File: config.mk
export PLATFORM = sky130hd
export DESIGN_NAME = wb_seg
export DESIGN_NICKNAME = d
export VERILOG_FILES = /design/src/rtl/wb_seg.sv
export SDC_FILE = /design/constraint.sdc
export NUM_CORES = 1
export LEC_CHECK = 0
export CAP_MARGIN = 20
export CORE_AREA = 4 4 134 136
export CTS_CLUSTER_SIZE = 10
export DETAILED_ROUTE_END_ITERATION = 10
export DIE_AREA = 0 0 138 140
export PLACE_DENSITY = 0.59
export SLEW_MARGIN = 10
export SYNTH_ARGS = -nofsm -noshare
export SYNTH_HDL_FRONTEND = slang
export SYNTH_SLANG_ARGS = --single-unit
export TNS_END_PERCENT = 1
File: constraint.sdc
create_clock -name clk -period 3.05 [get_ports clk]
set_input_delay 0.305 -clock clk [delete_from_list [all_inputs] [get_ports clk]]
set_output_delay 0.305 -clock clk [all_outputs]
set_load 0.05 [all_outputs]
File: src/rtl/wb_seg.sv
// rtl/wb_seg.sv - writeback stage: decodes retiring instructions and drives the register-file write port
module wb_seg #(
  parameter int CNT_W = 32
) (
  input  logic             clk,
  input  logic             rst,
  input  logic             in_valid,
  output logic             in_ready,
  input  logic [31:0]      in_IR,
  input  logic [31:0]      in_ALUOut,
  input  logic [31:0]      in_NPC,
  input  logic             ld_valid,
  input  logic [31:0]      ld_data,
  output logic             WBFlag,
  output logic [4:0]       WBAddr,
  output logic [31:0]      WBVal,
  output logic             busy,
  output logic [CNT_W-1:0] retired
);

  typedef enum logic [1:0] {IDLE, WRITE, WAIT_LD} state_t;

  state_t      state;
  logic [4:0]  ld_dst;
  logic [5:0]  ld_op;
  logic [1:0]  ld_addr;

  logic [5:0]  op;
  logic [5:0]  fn;
  logic        dec_wr;
  logic        dec_ld;
  logic [4:0]  dec_dst;
  logic [31:0] dec_val;
  logic        accept;
  logic [7:0]  byte_sel;
  logic [15:0] half_sel;
  logic [31:0] ld_ext;

  assign op       = in_IR[31:26];
  assign fn       = in_IR[5:0];
  assign in_ready = (state != WAIT_LD);
  assign busy     = (state == WAIT_LD);
  assign accept   = in_valid && in_ready;

  always_comb begin
    dec_wr  = 1'b0;
    dec_ld  = 1'b0;
    dec_dst = 5'd0;
    dec_val = in_ALUOut;
    if (op == 6'h00) begin
      if (in_IR != 32'd0 && fn != 6'h08) begin
        dec_wr  = 1'b1;
        dec_dst = in_IR[15:11];
      end
    end else if (op >= 6'h08 && op <= 6'h0f) begin
      dec_wr  = 1'b1;
      dec_dst = in_IR[20:16];
    end else if (op == 6'h03) begin
      dec_wr  = 1'b1;
      dec_dst = 5'd31;
      dec_val = in_NPC;
    end else if (op == 6'h20 || op == 6'h21 || op == 6'h23 ||
                 op == 6'h24 || op == 6'h25) begin
      dec_ld  = 1'b1;
      dec_dst = in_IR[20:16];
    end
  end

  // Little-endian lane select; halfword accesses ignore addr[0].
  always_comb begin
    byte_sel = ld_data[8*ld_addr +: 8];
    half_sel = ld_addr[1] ? ld_data[31:16] : ld_data[15:0];
    case (ld_op)
      6'h20:   ld_ext = {{24{byte_sel[7]}}, byte_sel};
      6'h24:   ld_ext = {24'd0, byte_sel};
      6'h21:   ld_ext = {{16{half_sel[15]}}, half_sel};
      6'h25:   ld_ext = {16'd0, half_sel};
      default: ld_ext = ld_data;
    endcase
  end

  always_ff @(posedge clk or negedge rst) begin
    if (!rst) begin
      state   <= IDLE;
      WBFlag  <= 1'b0;
      WBAddr  <= 5'd0;
      WBVal   <= 32'd0;
      retired <= '0;
      ld_dst  <= 5'd0;
      ld_op   <= 6'd0;
      ld_addr <= 2'd0;
    end else begin
      case (state)
        IDLE, WRITE: begin
          WBFlag <= 1'b0;
          state  <= IDLE;
          if (accept) begin
            retired <= retired + CNT_W'(1);
            if (dec_ld) begin
              state   <= WAIT_LD;
              ld_dst  <= dec_dst;
              ld_op   <= op;
              ld_addr <= in_ALUOut[1:0];
            end else if (dec_wr && dec_dst != 5'd0) begin
              state  <= WRITE;
              WBFlag <= 1'b1;
              WBAddr <= dec_dst;
              WBVal  <= dec_val;
            end
          end
        end
        WAIT_LD: begin
          WBFlag <= 1'b0;
          if (ld_valid) begin
            // A load into $0 still consumes its data beat but writes nothing.
            if (ld_dst != 5'd0) begin
              state  <= WRITE;
              WBFlag <= 1'b1;
              WBAddr <= ld_dst;
              WBVal  <= ld_ext;
            end else begin
              state <= IDLE;
            end
          end
        end
        default: begin
          state  <= IDLE;
          WBFlag <= 1'b0;
        end
      endcase
    end
  end

endmodule

Run 1, clock wires, drivers and flops:
(4 px per µm)
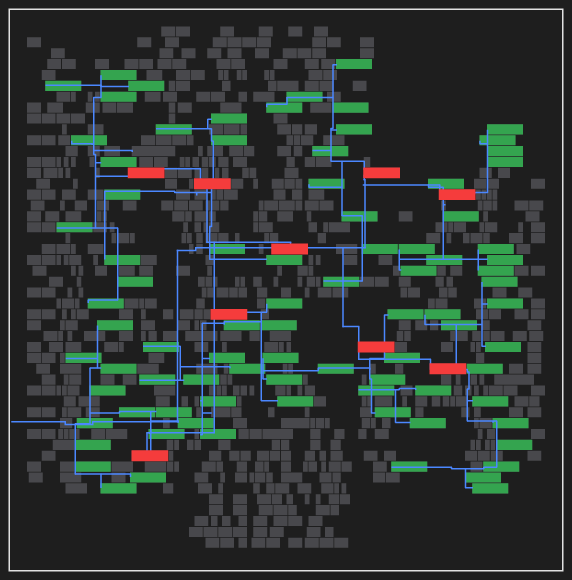
[clock wires] blue | length: 1250 µm
[flip-flops] green | count: 85
[cells driving clock nets] red | count: 9
routed clock nets: 10
clk_skew: 0.007878 ns
Clock Latency Late Sink: 0.34 ns
clock group share of total power: 0.211
clock group power: 1100 µW

Run 1, I/O pins on the die edge:
(2 px per µm) Pins as bars across the die edge, other pins in grey.
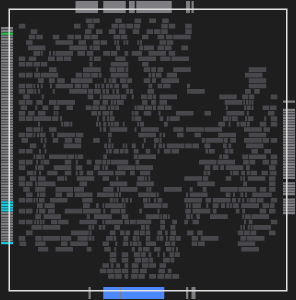
[in_IR] blue | pins: 32 | direction: input | edge: bottom
[in_ready] green | pins: 1 | direction: output | edge: left
[WBAddr] cyan | pins: 5 | direction: output | edge: left
all pins by edge: 80 left, 49 top, 38 right, 37 bottom
Die X: 138 µm
IO Port Bufs: 203
Die Height: 140 µm

==> results.yml, run 1 <==
# yosys + openroad results
setup_path:
  r2r_setup_slack_ns: 0.42
  worstSetupStartpoint: "ld_op[1]"
  cp_cell_sequence: "or4b_2, nor4b_2, nor3_2, buf_4, a32oi_1, mux2_4"
  arrival_ns: 2.92
route:
  maxUsedRoutingLayer: "met4"
  ant_nets: 0
  met2RoutedLength_um: 8187
  firstDrtPassIters: 5
clocking:
  hold_buffers: 0
  post-cts-setup-buffers: 0
  post_cts_resized: 0
  cts_max_level: 3
  numClockSinks: 85
synthesis:
  synth_nets: 656
  syn_avg_cell_area_um2: 9.431
  area_leaders: "dfrtp_1 43%, nand2_1 9.4%, mux2_4 5.8%, mux2_2 4.6%, xnor2_1 4.3%"
  flop_cell: "dfrtp_1"
  synth.top_cells.by_count: "124 x nand2_1, 85 x dfrtp_1, 24 x nor2_1, 24 x xnor2_1, 21 x o21ai_0"
grt:
  grt_pass1_wl_um: 27800
sta:
  timing.final.ws_setup_ns: 0.4156
  whs_ns: 0.4271
  relSlewSlack: 0.4474
  rsz0062_at_grt: "false"
die:
  floorplan.core_util: 0.2912
  io_pins: 204
layout:
  syn_to_final_growth_pct: 54.77
  sh_comb_area: 0.3516
  lay_top_cells: "201 x clkdlybuf4s50_1, 124 x nand2_1, 85 x dfrtp_1"
  buffer_area_frac: 0.2918
  inverters: 6
  nets: 866
  seq_cell_count: 85
  top_area_cell_class: "combinational gates"
  buffers: 225
  ff_latch_area_um2: 2127
run_status:
  status: "finished clean"
flow_run:
  warning_count: 26
power_and_ir_drop:
  total_power_uw: 5207
Run 1, cell classes on the final placement:
(3 px per µm) Fill, decap, tap and diode cells in grey.
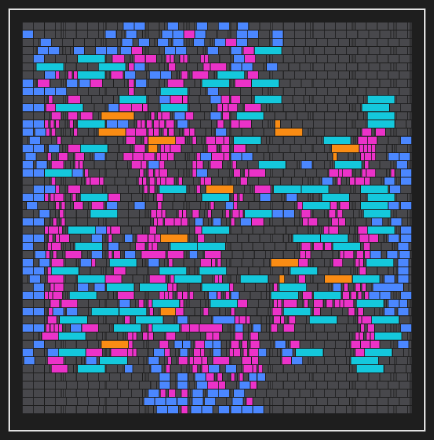
[other buffers and delay cells] blue | cells: 225 | share of their area: 30%
[all other logic] magenta | cells: 412 | share of their area: 37%
[flip-flops] cyan | cells: 85 | share of their area: 29%
[clock drivers and dummy loads] orange | cells: 15 | share of their area: 4.0%
final core occ: 0.4507
num rows: 48
core area: 16940 µm²

Run 1, signal wires on met2:
(3 px per µm)
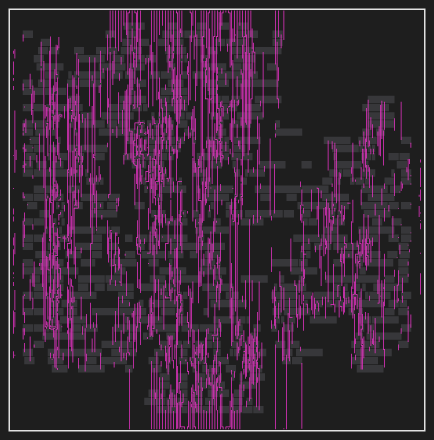
longest straight run: 56.9 µm
nets with wire on the layer: 752
met2 Resource Use GR: 0.2924
final wirelength: 17210 µm
DR vias: 4864

## run 1: per-layer routing
metal / vias to the layer above / GRT usage
met1: 2316 / 0.2225
met5: - / 0
met4: 0 / 0.05252
met2: 206 / 0.2924
met3: 24 / 0.06419
li1: 2318 / -
## run 1: power by group
part / switching, µW / leakage (µW) / internal (µW) / total [µW]
combinational: 1480 / 0.00186 / 977 / 2450
clock: 449 / 0.000145 / 651 / 1100
sequential: 239 / 0.00109 / 1410 / 1650
## run 1: state kept, by name, summed over array words and instances (netlist names)
register,cells
WBFlag,1
ld_addr,2
retired,32
WBVal,32
ld_op,6
state,2
ld_dst,5
WBAddr,5
--- run 2 (diff from run 1) ---
- SKIP_CTS_REPAIR_TIMING: default -> 1
Run 2, signal wires on met2:
(3 px per µm)
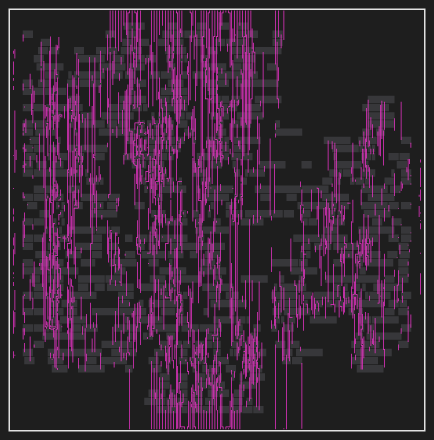
main direction: vertical
longest straight run: 56.9 µm
nets with wire on the layer: 752

Run 2, cell classes on the final placement:
(3 px per µm) Fill, decap, tap and diode cells in grey.
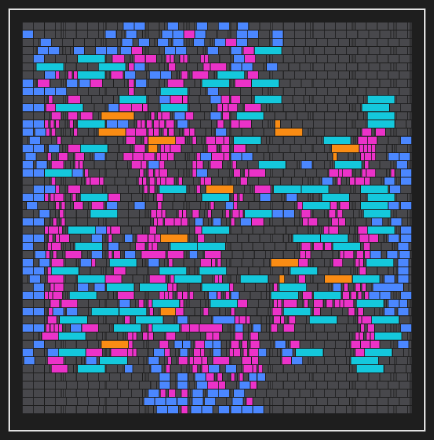
[flip-flops] cyan | cells: 85 | share of their area: 29%
[clock drivers and dummy loads] orange | cells: 15 | share of their area: 4.0%
[other buffers and delay cells] blue | cells: 225 | share of their area: 30%
[all other logic] magenta | cells: 412 | share of their area: 37%
final instance area: 7634 µm²
Seq/total area: 0.2786

Run 2, clock nets:
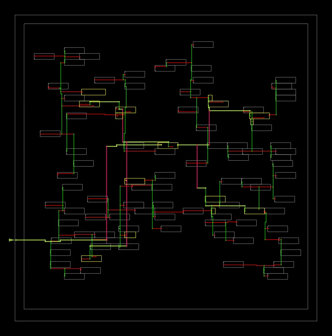
clkbuf count: 11
number of CTS-inserted buffers: 9
Sink Count: 85
FFs & Latches: 85

==> run 2 against run 1 <==
- worst hold slack unchanged
- sequential power about the same
- critical endpoint unchanged
- global-route usage did not move
- utilization is the same
==> results.yml, run 2 <==
# yosys + openroad results
grt:
  grt.met1_usage: 0.2225
  grt_pass1_wl_um: 27800
  met3_usage: 0.06419
  gr-usage-met2: 0.2924
power_and_ir_drop:
  swShare: 0.4159
  comb_power_share: 0.471
  power_leader: "combinational cells"
  total_power_uw: 5207
  p_seq_uw: 1650
  power_clock_uw: 1100
  p_switching_uw: 2166
  clkPwrFrac: 0.211
  comb_power_uw: 2450
  intPower_uw: 3042
run_status:
  status: "finished clean"
die:
  floorplan.core_util: 0.2912
  std_cell_rows: 48
  coreArea_um2: 16940
  die_w_um: 138
  io_pins: 204
  die_height_um: 140
  die_area_um2: 19320
layout:
  final_core_util: 0.4507
  lay_top_cells: "201 x clkdlybuf4s50_1, 124 x nand2_1, 85 x dfrtp_1"
  nets: 866
placed_design:
  io_buffers: 203
  dp_hpwl_um: 13230
setup_path:
  r2r_setup_slack_ns: 0.42
  end_kind: "flop"
  arrival_ns: 2.92
route:
  met1Wirelength_um: 7139
  firstDrtPassIters: 5
  met2RoutedLength_um: 8187
  num_vias: 4864
  ant_nets: 0
  drt-total-wl_um: 17210
  routedWlPerCell_um: 17.89
  maxUsedRoutingLayer: "met4"
synthesis:
  synth.top_cells.by_count: "124 x nand2_1, 85 x dfrtp_1, 24 x nor2_1, 24 x xnor2_1, 21 x o21ai_0"
  ys_types: 43
  syn_avg_cell_area_um2: 9.431
  flop_cell: "dfrtp_1"
  synth_nets: 656
  area_leaders: "dfrtp_1 43%, nand2_1 9.4%, mux2_4 5.8%, mux2_2 4.6%, xnor2_1 4.3%"
  ys_sh_aoi: 0.1362
clocking:
  cts_max_level: 3
  clock-root-buffer: "clkbuf_16"
sta:
  rsz0062_at_grt: "false"
  relSlewSlack: 0.4474
  finalClockSkew_ns: 0.007878
  whs_ns: 0.4271
flow_run:
  warning_count: 26
## run 2: cell counts in the layout (fill, tap and decap cells not counted)
Identical to the previous run, type by type.
## run 2: critical path: stages, from the launching register on
cell,delay (ns)
dfrtp_1,0.40
or4b_2,0.70
nor4b_2,0.72
nor3_2,0.09
buf_4,0.23
a32oi_1,0.25
mux2_4,0.19
## run 2: cell families after synthesis
kind of cell / after synthesis
DFF: 85
muxes: 49
xor gates and xnor gates: 32
buffers and inverters: 32
adders and majority gates: 1
and+or+nand+nor: 232
AOI/OAI and AO/OA: 92
## run 2: layout make-up
class | instances | area (µm²)
fillers | 1672 | 9303
flip-flops and latches | 85 | 2127
well taps | 225 | 281.5
inverters | 6 | 22.52
clock inverters | 4 | 48.80
repair buffers | 225 | 2227
multi-input cells | 406 | 2684
clock buffers | 11 | 242.7
Power is estimated from default activity; no workload was simulated.
